==> config.mk <==
export PLATFORM = sky130hd
export DESIGN_NAME = uart_core_param_flat
export DESIGN_NICKNAME = d
export VERILOG_FILES = /design/src/rtl/uart_core_param_if.sv /design/src/rtl/uart_core_param.sv /design/src/flat_wrapper.sv
export SDC_FILE = /design/constraint.sdc
export NUM_CORES = 1
export LEC_CHECK = 0
export CORE_ASPECT_RATIO = 1.25
export CORE_MARGIN = 4
export CORE_UTILIZATION = 38
export CTS_CLUSTER_SIZE = 30
export DETAILED_ROUTE_END_ITERATION = 10
export GPL_TIMING_DRIVEN = 1
export PLACE_DENSITY = 0.64
export SKIP_LAST_GASP = 1
export SYNTH_ARGS = -nofsm -noshare
export SYNTH_HDL_FRONTEND = slang
export SYNTH_SLANG_ARGS = --single-unit
==> constraint.sdc <==
create_clock -name clk -period 3.5 [get_ports clk]
set_clock_uncertainty 0.15 [all_clocks]
set_input_delay 0.875 -clock clk [delete_from_list [all_inputs] [get_ports clk]]
set_output_delay 0.875 -clock clk [all_outputs]
set_load 0.02 [all_outputs]
==> src/rtl/uart_core_param_if.sv <==
// rtl/uart_core_param_if.sv - byte-level valid/ready interface of uart_core_param
interface uart_core_param_if #(
    parameter int DATA_BITS = 8
);
    logic [DATA_BITS-1:0] tx_data;
    logic                 tx_valid;
    logic                 tx_ready;
    logic [DATA_BITS-1:0] rx_data;
    logic                 rx_valid;
    logic                 rx_ready;
    logic                 rx_frame_err;
    logic                 rx_parity_err;
    logic                 rx_overrun;

    modport master (
        output tx_data, tx_valid, rx_ready,
        input  tx_ready, rx_data, rx_valid, rx_frame_err, rx_parity_err, rx_overrun
    );

    modport slave (
        input  tx_data, tx_valid, rx_ready,
        output tx_ready, rx_data, rx_valid, rx_frame_err, rx_parity_err, rx_overrun
    );
endinterface

==> src/rtl/uart_core_param.sv <==
// rtl/uart_core_param.sv - parametrised UART core with mid-bit sampling and valid/ready byte handshakes
module uart_core_param #(
    parameter int CLKS_PER_BIT = 108,
    parameter int DATA_BITS    = 8,
    parameter int PARITY_EN    = 0,
    parameter int PARITY_ODD   = 0,
    parameter int STOP_BITS    = 1
) (
    input  logic clk,
    input  logic rstn,
    input  logic uart_rx,
    output logic uart_tx,
    uart_core_param_if.slave bus
);
    localparam int            CW        = $clog2(CLKS_PER_BIT);
    localparam logic [CW-1:0] CNT_LAST  = CW'(CLKS_PER_BIT - 1);
    localparam logic [CW-1:0] CNT_HALF  = CW'(CLKS_PER_BIT / 2 - 1);
    localparam logic [CW-1:0] CNT_ONE   = CW'(1);
    localparam logic [2:0]    BIT_LAST  = 3'(DATA_BITS - 1);
    localparam logic          STOP_LAST = (STOP_BITS == 2);
    localparam logic          HAS_PAR   = (PARITY_EN != 0);
    localparam logic          ODD       = (PARITY_ODD != 0);

    typedef enum logic [2:0] {S_IDLE, S_START, S_DATA, S_PARITY, S_STOP} state_t;

    state_t               tx_state, tx_next;
    logic [CW-1:0]        tx_cnt;
    logic [2:0]           tx_bit;
    logic                 tx_stop;
    logic [DATA_BITS-1:0] tx_buf;
    logic                 tx_armed, tx_ready, tx_fire, tx_bit_end, tx_frame_end;

    assign tx_bit_end   = (tx_cnt == CNT_LAST);
    assign tx_frame_end = (tx_state == S_STOP) && tx_bit_end && (tx_stop == STOP_LAST);
    assign tx_fire      = bus.tx_valid && tx_ready;
    assign bus.tx_ready = tx_ready;

    always_ff @(posedge clk) begin
        if (!rstn) tx_state <= S_IDLE;
        else       tx_state <= tx_next;
    end

    always_comb begin
        tx_next = tx_state;
        case (tx_state)
            S_IDLE:   if (tx_fire) tx_next = S_START;
            S_START:  if (tx_bit_end) tx_next = S_DATA;
            S_DATA:   if (tx_bit_end && tx_bit == BIT_LAST) tx_next = HAS_PAR ? S_PARITY : S_STOP;
            S_PARITY: if (tx_bit_end) tx_next = S_STOP;
            S_STOP:   if (tx_frame_end) tx_next = tx_fire ? S_START : S_IDLE;
            default:  tx_next = S_IDLE;
        endcase
    end

    // Ready in the last stop cycle lets a new byte start with no idle gap.
    always_comb begin
        tx_ready = tx_armed && (tx_state == S_IDLE || tx_frame_end);
        uart_tx  = 1'b1;
        case (tx_state)
            S_START:  uart_tx = 1'b0;
            S_DATA:   uart_tx = tx_buf[tx_bit];
            S_PARITY: uart_tx = (^tx_buf) ^ ODD;
            default:  uart_tx = 1'b1;
        endcase
    end

    always_ff @(posedge clk) begin
        if (!rstn) begin
            tx_armed <= 1'b0;
            tx_cnt   <= '0;
            tx_bit   <= '0;
            tx_stop  <= 1'b0;
            tx_buf   <= '0;
        end else begin
            tx_armed <= 1'b1;
            if (tx_fire) begin
                tx_buf  <= bus.tx_data;
                tx_cnt  <= '0;
                tx_bit  <= '0;
                tx_stop <= 1'b0;
            end else if (tx_state != S_IDLE) begin
                tx_cnt <= tx_bit_end ? '0 : tx_cnt + CNT_ONE;
                if (tx_state == S_DATA && tx_bit_end) tx_bit <= tx_bit + 3'd1;
                if (tx_state == S_STOP && tx_bit_end) tx_stop <= ~tx_stop;
            end
        end
    end

    logic [1:0]           rx_sync;
    logic                 rxs;
    state_t               rx_state, rx_next;
    logic [CW-1:0]        rx_cnt;
    logic [2:0]           rx_bit;
    logic [DATA_BITS-1:0] rx_shift, rx_data;
    logic                 rx_done, rx_ferr, rx_perr, rx_bit_end, rx_mid_start;
    logic                 take_data, take_par, take_stop;
    logic                 rx_valid, rx_frame_err, rx_parity_err, rx_overrun;

    assign rxs          = rx_sync[1];
    assign rx_bit_end   = (rx_cnt == CNT_LAST);
    assign rx_mid_start = (rx_cnt == CNT_HALF);

    always_ff @(posedge clk) begin
        if (!rstn) begin
            rx_sync  <= 2'b11;
            rx_state <= S_IDLE;
        end else begin
            rx_sync  <= {rx_sync[0], uart_rx};
            rx_state <= rx_next;
        end
    end

    // A start bit that is high again at its midpoint is treated as a glitch.
    always_comb begin
        rx_next = rx_state;
        case (rx_state)
            S_IDLE:   if (!rxs) rx_next = S_START;
            S_START:  if (rx_mid_start) rx_next = rxs ? S_IDLE : S_DATA;
            S_DATA:   if (rx_bit_end && rx_bit == BIT_LAST) rx_next = HAS_PAR ? S_PARITY : S_STOP;
            S_PARITY: if (rx_bit_end) rx_next = S_STOP;
            S_STOP:   if (rx_bit_end) rx_next = S_IDLE;
            default:  rx_next = S_IDLE;
        endcase
    end

    always_comb begin
        take_data = 1'b0;
        take_par  = 1'b0;
        take_stop = 1'b0;
        case (rx_state)
            S_DATA:   take_data = rx_bit_end;
            S_PARITY: take_par  = rx_bit_end;
            S_STOP:   take_stop = rx_bit_end;
            default:  ;
        endcase
    end

    always_ff @(posedge clk) begin
        if (!rstn) begin
            rx_cnt   <= '0;
            rx_bit   <= '0;
            rx_shift <= '0;
            rx_perr  <= 1'b0;
            rx_ferr  <= 1'b0;
            rx_done  <= 1'b0;
        end else begin
            rx_done <= take_stop;
            if (rx_state == S_IDLE || (rx_state == S_START && rx_mid_start) ||
                (rx_state != S_START && rx_bit_end))
                rx_cnt <= '0;
            else
                rx_cnt <= rx_cnt + CNT_ONE;
            if (rx_state == S_IDLE) begin
                rx_bit  <= '0;
                rx_perr <= 1'b0;
            end
            if (take_data) begin
                rx_shift[rx_bit] <= rxs;
                rx_bit           <= rx_bit + 3'd1;
            end
            if (take_par)  rx_perr <= rxs ^ (^rx_shift) ^ ODD;
            if (take_stop) rx_ferr <= ~rxs;
        end
    end

    // Holding register: a frame arriving while the previous one is unconsumed is dropped.
    always_ff @(posedge clk) begin
        if (!rstn) begin
            rx_data       <= '0;
            rx_valid      <= 1'b0;
            rx_frame_err  <= 1'b0;
            rx_parity_err <= 1'b0;
            rx_overrun    <= 1'b0;
        end else begin
            rx_overrun <= 1'b0;
            if (rx_valid && bus.rx_ready) rx_valid <= 1'b0;
            if (rx_done) begin
                if (!rx_valid || bus.rx_ready) begin
                    rx_data       <= rx_shift;
                    rx_frame_err  <= rx_ferr;
                    rx_parity_err <= rx_perr;
                    rx_valid      <= 1'b1;
                end else begin
                    rx_overrun <= 1'b1;
                end
            end
        end
    end

    assign bus.rx_data       = rx_data;
    assign bus.rx_valid      = rx_valid;
    assign bus.rx_frame_err  = rx_frame_err;
    assign bus.rx_parity_err = rx_parity_err;
    assign bus.rx_overrun    = rx_overrun;
endmodule

==> src/flat_wrapper.sv <==
// flat-port wrapper written by rule: the top's interface ports become plain ports
module uart_core_param_flat 
#(
    parameter int CLKS_PER_BIT = 108,
    parameter int DATA_BITS    = 8,
    parameter int PARITY_EN    = 0,
    parameter int PARITY_ODD   = 0,
    parameter int STOP_BITS    = 1
)
  (clk, rstn, uart_rx, uart_tx, bus_tx_data, bus_tx_valid, bus_rx_ready, bus_tx_ready, bus_rx_data, bus_rx_valid, bus_rx_frame_err, bus_rx_parity_err, bus_rx_overrun);
  uart_core_param_if #(.DATA_BITS(DATA_BITS)) bus_i ();
  input  logic clk;
  input  logic rstn;
  input  logic uart_rx;
  output logic uart_tx;
  input wire logic [$bits(bus_i.tx_data)-1:0] bus_tx_data;
  input wire logic [$bits(bus_i.tx_valid)-1:0] bus_tx_valid;
  input wire logic [$bits(bus_i.rx_ready)-1:0] bus_rx_ready;
  output wire logic [$bits(bus_i.tx_ready)-1:0] bus_tx_ready;
  output wire logic [$bits(bus_i.rx_data)-1:0] bus_rx_data;
  output wire logic [$bits(bus_i.rx_valid)-1:0] bus_rx_valid;
  output wire logic [$bits(bus_i.rx_frame_err)-1:0] bus_rx_frame_err;
  output wire logic [$bits(bus_i.rx_parity_err)-1:0] bus_rx_parity_err;
  output wire logic [$bits(bus_i.rx_overrun)-1:0] bus_rx_overrun;
  assign bus_i.tx_data = bus_tx_data;
  assign bus_i.tx_valid = bus_tx_valid;
  assign bus_i.rx_ready = bus_rx_ready;
  assign bus_tx_ready = bus_i.tx_ready;
  assign bus_rx_data = bus_i.rx_data;
  assign bus_rx_valid = bus_i.rx_valid;
  assign bus_rx_frame_err = bus_i.rx_frame_err;
  assign bus_rx_parity_err = bus_i.rx_parity_err;
  assign bus_rx_overrun = bus_i.rx_overrun;
  uart_core_param #(.CLKS_PER_BIT(CLKS_PER_BIT), .DATA_BITS(DATA_BITS), .PARITY_EN(PARITY_EN), .PARITY_ODD(PARITY_ODD), .STOP_BITS(STOP_BITS)) u_core (.clk(clk), .rstn(rstn), .uart_rx(uart_rx), .uart_tx(uart_tx), .bus(bus_i));
endmodule
**A small window of the routed layout**

The bar under the picture is 20 µm long. Window x 18 to 68, y 49 to 99 µm. Cells in grey, sequential cells in the stronger grey; small squares are vias.
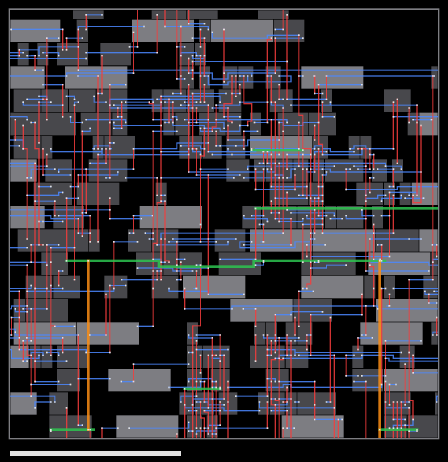
[orange] M4
[blue] M1
[red] M2
[green] M3
most frequent: dfxtp_1 (23), nor2_1 (20), nand2_1 (16)
cells with their middle in the window: 152
sequential cells in the window: 23
netlist names of flops here include: u_core.tx_cnt (5), u_core.rx_bit (3), u_core.tx_buf (3)

**The clock network**

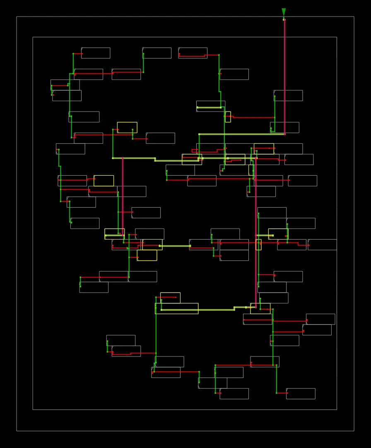
total of clock buffers placed in the layout: 14
insertion delay at the late pin of the worst-skew pair: 330 ps

==> run notes <==
- **detail-routed net length per standard cell** 12.3 µm
- **cell type of the slowest stage on the worst timing path** sky130_fd_sc_hd__clkdlybuf4s50_1
- **clock tree from TritonCTS** done
- **post-layout min period** 3330 ps
- **maximum number of pins on one net before global-route repair** 30
- **Log Warnings** 27
- **Nets** 357
- **Yosys cell types** 58
- **combinational gate power** 0.0828 mW
- **Power Dens Cells** 413 nW/µm²
- **setup TNS after final layout** 0 ps
- **setup repair after global routing missed its margin** false
- **category of the worst setup path capture point** output pin
- **fraction of layout cells with a size suffix above 1** 7.62%
- **run status** finished, final reports clean
- **combinational share of power** 5.9%
- **largest power group** registers
- **most used standard cells in the synthesized netlist** sky130_fd_sc_hd__dfxtp_1, sky130_fd_sc_hd__nor2_1, sky130_fd_sc_hd__nand2_1
- **Switching Fraction** 21.3%
- **yosys-reported design area after synthesis** 2910 µm²
- **Clock Sink Count** 61
- **gate family responsible for the most delay along the worst path** multiplexers
- **top area cells in the synthesized netlist** sky130_fd_sc_hd__dfxtp_1, sky130_fd_sc_hd__mux2i_1, sky130_fd_sc_hd__nor2_1
- **post-synth top area share** 41.9%
- **maximum clock frequency** 0.300 GHz
- **worst-margin pin slew** 748 ps
- **row count** 35
- **number of enable flip-flop cells** 0
- **cell count after synthesis** 315
- **max-cap viol count** 0
- **launching element type of the critical path** flop
- **iteration-0 DRC count of the detailed router** 86
- **number of DRC violations after detailed routing** 0
- **area of the core** 7400 µm²
- **post-synthesis cell type with the largest combined area** sky130_fd_sc_hd__dfxtp_1
- **Final Non-Filler Cells** 433
- **detailed-route via count** 2252
- **largest buffer count on any clock path** 2
- **Filler Cells Inserted** 734
- **power of the clock network** 0.614 mW
- **Final ANT Viol Nets** 0
- **IO Count** 27
- **switching power summed over all nets** 0.301 mW
- **max-slew violations** 0
- **number of standard cells reported by yosys** 315
- **total congestion overflow** 0
- **synthesized netlist net count** 335
- **detailed-route vias per instance** 5.20
- **Synth Area per Inst** 9.24 µm²
- **chain of cells forming the critical path** mux4_2 -> mux2i_1 -> a21oi_1 -> a311o_1 -> clkdlybuf4s50_1
- **chip area** 9140 µm²
- **Synthesized registers** 61
- **register area** 1220 µm²
- **first-pass GRT wire length** 9590 µm
- **power attributed to sequential cells** 0.715 mW
- **Initial DRT Pass Iterations** 4
- **endpoint arrival time on the critical path** 2310 ps
- **number of CTS-inserted buffers** 9
- **vias in the first global route** 2128
- **fraction of synthesis flops using an asynchronous set or reset pin** 0%
- **initial antenna violation count** 0
- **worst hold-check slack** 258 ps
- **Main synth FF type** sky130_fd_sc_hd__dfxtp_1
- **Slew HR** 50.0%
- **most frequent cell after synthesis** sky130_fd_sc_hd__dfxtp_1
- **clock-pin slew on the worst setup and hold paths** 60 ps
- **cell at the root of the clock tree** sky130_fd_sc_hd__clkbuf_8
- **Final setup violation count** 0
- **overall power** 1.41 mW
- **fraction of the yosys area taken by sequential cells** 41.9%
- **cell count after placement** 418
- **final weighted congestion of routability-driven global placement** 0.788
- **number of hold-slack violations in the final timing report** 0
- **cell area after synthesis** 2910 µm²
- **H-tree depth** 3
- **leakage power total** 1.30 nW
- **total routed wirelength** 5310 µm
- **post-CTS setup-driven buffer insertion count** 0
- **Overall Global Routing Usage** 12.8%
**Met1 routing**

The bar under the picture is 20 µm long.
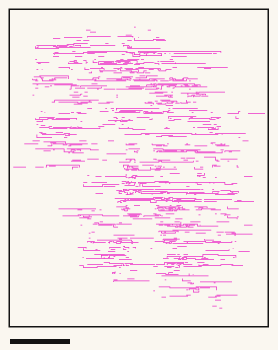
main direction: horizontal
longest straight run: 27.6 µm
share of all routed wire: 48%
nets with wire on the layer: 319

**Pin map**

The bar under the picture is 20 µm long. Pins as bars across the die edge, other pins in grey.
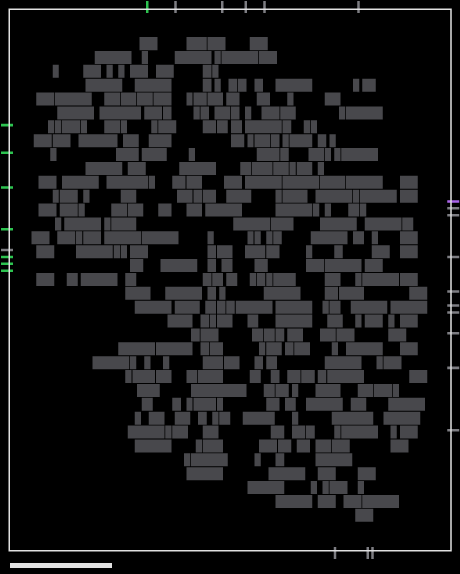
[green] bus_tx_data | pins: 8 | direction: input | edge: 7 west, 1 north
[purple] bus_rx_overrun | pins: 1 | direction: output | edge: east
all pins by edge: 10 east, 8 west, 6 north, 3 south
buffers added on ports: 26
horizontal die dimension: 86.3 µm
Vert. Die Dim: 106 µm

==> cell type report <==
cell class / count / share of cell area [%]
Clock inverter: 1 / 0.878
Sequential cell: 61 / 35.8
Clock buffer: 14 / 4.76
Timing Repair Buffer: 28 / 8.05
Tap cell: 92 / 3.37
Inverter: 4 / 0.439
Multi-Input combinational cell: 233 / 46.7
==> metal layers <==
layer | up-vias | part of all wire (%) | GRT usage (%)
met5 | - | 0 | 0
met4 | 0 | 1.6 | 5.01
met3 | 7 | 4.2 | 3.05
met2 | 46 | 46 | 20.6
met1 | 1047 | 48 | 16.5
li1 | 1152 | - | -
==> flip-flops by register name, summed over array words and instances, names as in the netlist <==
register and cells:
u_core.rx_ferr 1, u_core.tx_state 3, u_core.bus.rx_overrun 1, u_core.tx_cnt 7, u_core.rx_perr 1, u_core.tx_stop 1
u_core.tx_armed 1, u_core.rx_bit 3, u_core.rx_done 1, u_core.rx_cnt 7, u_core.rx_shift 8, u_core.bus.rx_data 8
u_core.rx_state 3, u_core.rx_sync 2, u_core.tx_buf 8, u_core.bus.rx_parity_err 1, u_core.bus.rx_frame_err 1, u_core.tx_bit 3
u_core.bus.rx_valid 1
==> per-stage QoR <==
stage | utilization, % | area (µm²)
floorplan | - | 2910
global placement | 43.6 | 3220
detailed placement | 43.6 | 3220
CTS | 46.2 | 3420
global route | 46.2 | 3420
finish | 46.2 | 3420
==> cells in the final DEF (no fill, tap or decap), types with 6 or more instances in the layout <==
master and count:
sky130_fd_sc_hd__a21oi_1 15, sky130_fd_sc_hd__clkbuf_8 11, sky130_fd_sc_hd__clkdlybuf4s50_1 26, sky130_fd_sc_hd__dfxtp_1 60, sky130_fd_sc_hd__ha_1 7, sky130_fd_sc_hd__mux2i_1 25, sky130_fd_sc_hd__nand2_1 29, sky130_fd_sc_hd__nand2b_1 6
sky130_fd_sc_hd__nand3_1 8, sky130_fd_sc_hd__nor2_1 44, sky130_fd_sc_hd__nor3_1 6, sky130_fd_sc_hd__or4_1 6, sky130_fd_sc_hd__xnor2_1 17, sky130_fd_sc_hd__xor2_1 6
==> timing repair <==
item,4_1_cts,5_1_grt
hold buffers,0,0
resized,0,1
setup endpoints to repair,0,1
==> path summary, 6_finish.rpt <==
path | slack [ps] | to | cells after the start | start
max | 170 | uart_tx | 5 | u_core.tx_bit[0]
min | 260 | u_core.rx_sync[1] | 1 | u_core.rx_sync[0]
max reg2reg | 1560 | u_core.rx_bit[0] | 5 | u_core.rx_cnt[0]
min reg2reg | 260 | u_core.rx_sync[1] | 1 | u_core.rx_sync[0]
==> cells by family (layout without fill, tap and decap cells) <==
kind of cell	Yosys count	in the layout	synth area share [%]
XOR/XNOR	24	24	7.69
flip-flops	61	61	41.9
multiplexers	29	29	10.9
adder cells (fa/ha/maj)	7	7	3.01
AND-OR/OR-AND	38	38	8.42
AND/OR/NAND/NOR	135	135	24.8
buffers and inverters	21	47	3.18
Power is estimated from default activity; no workload was simulated.
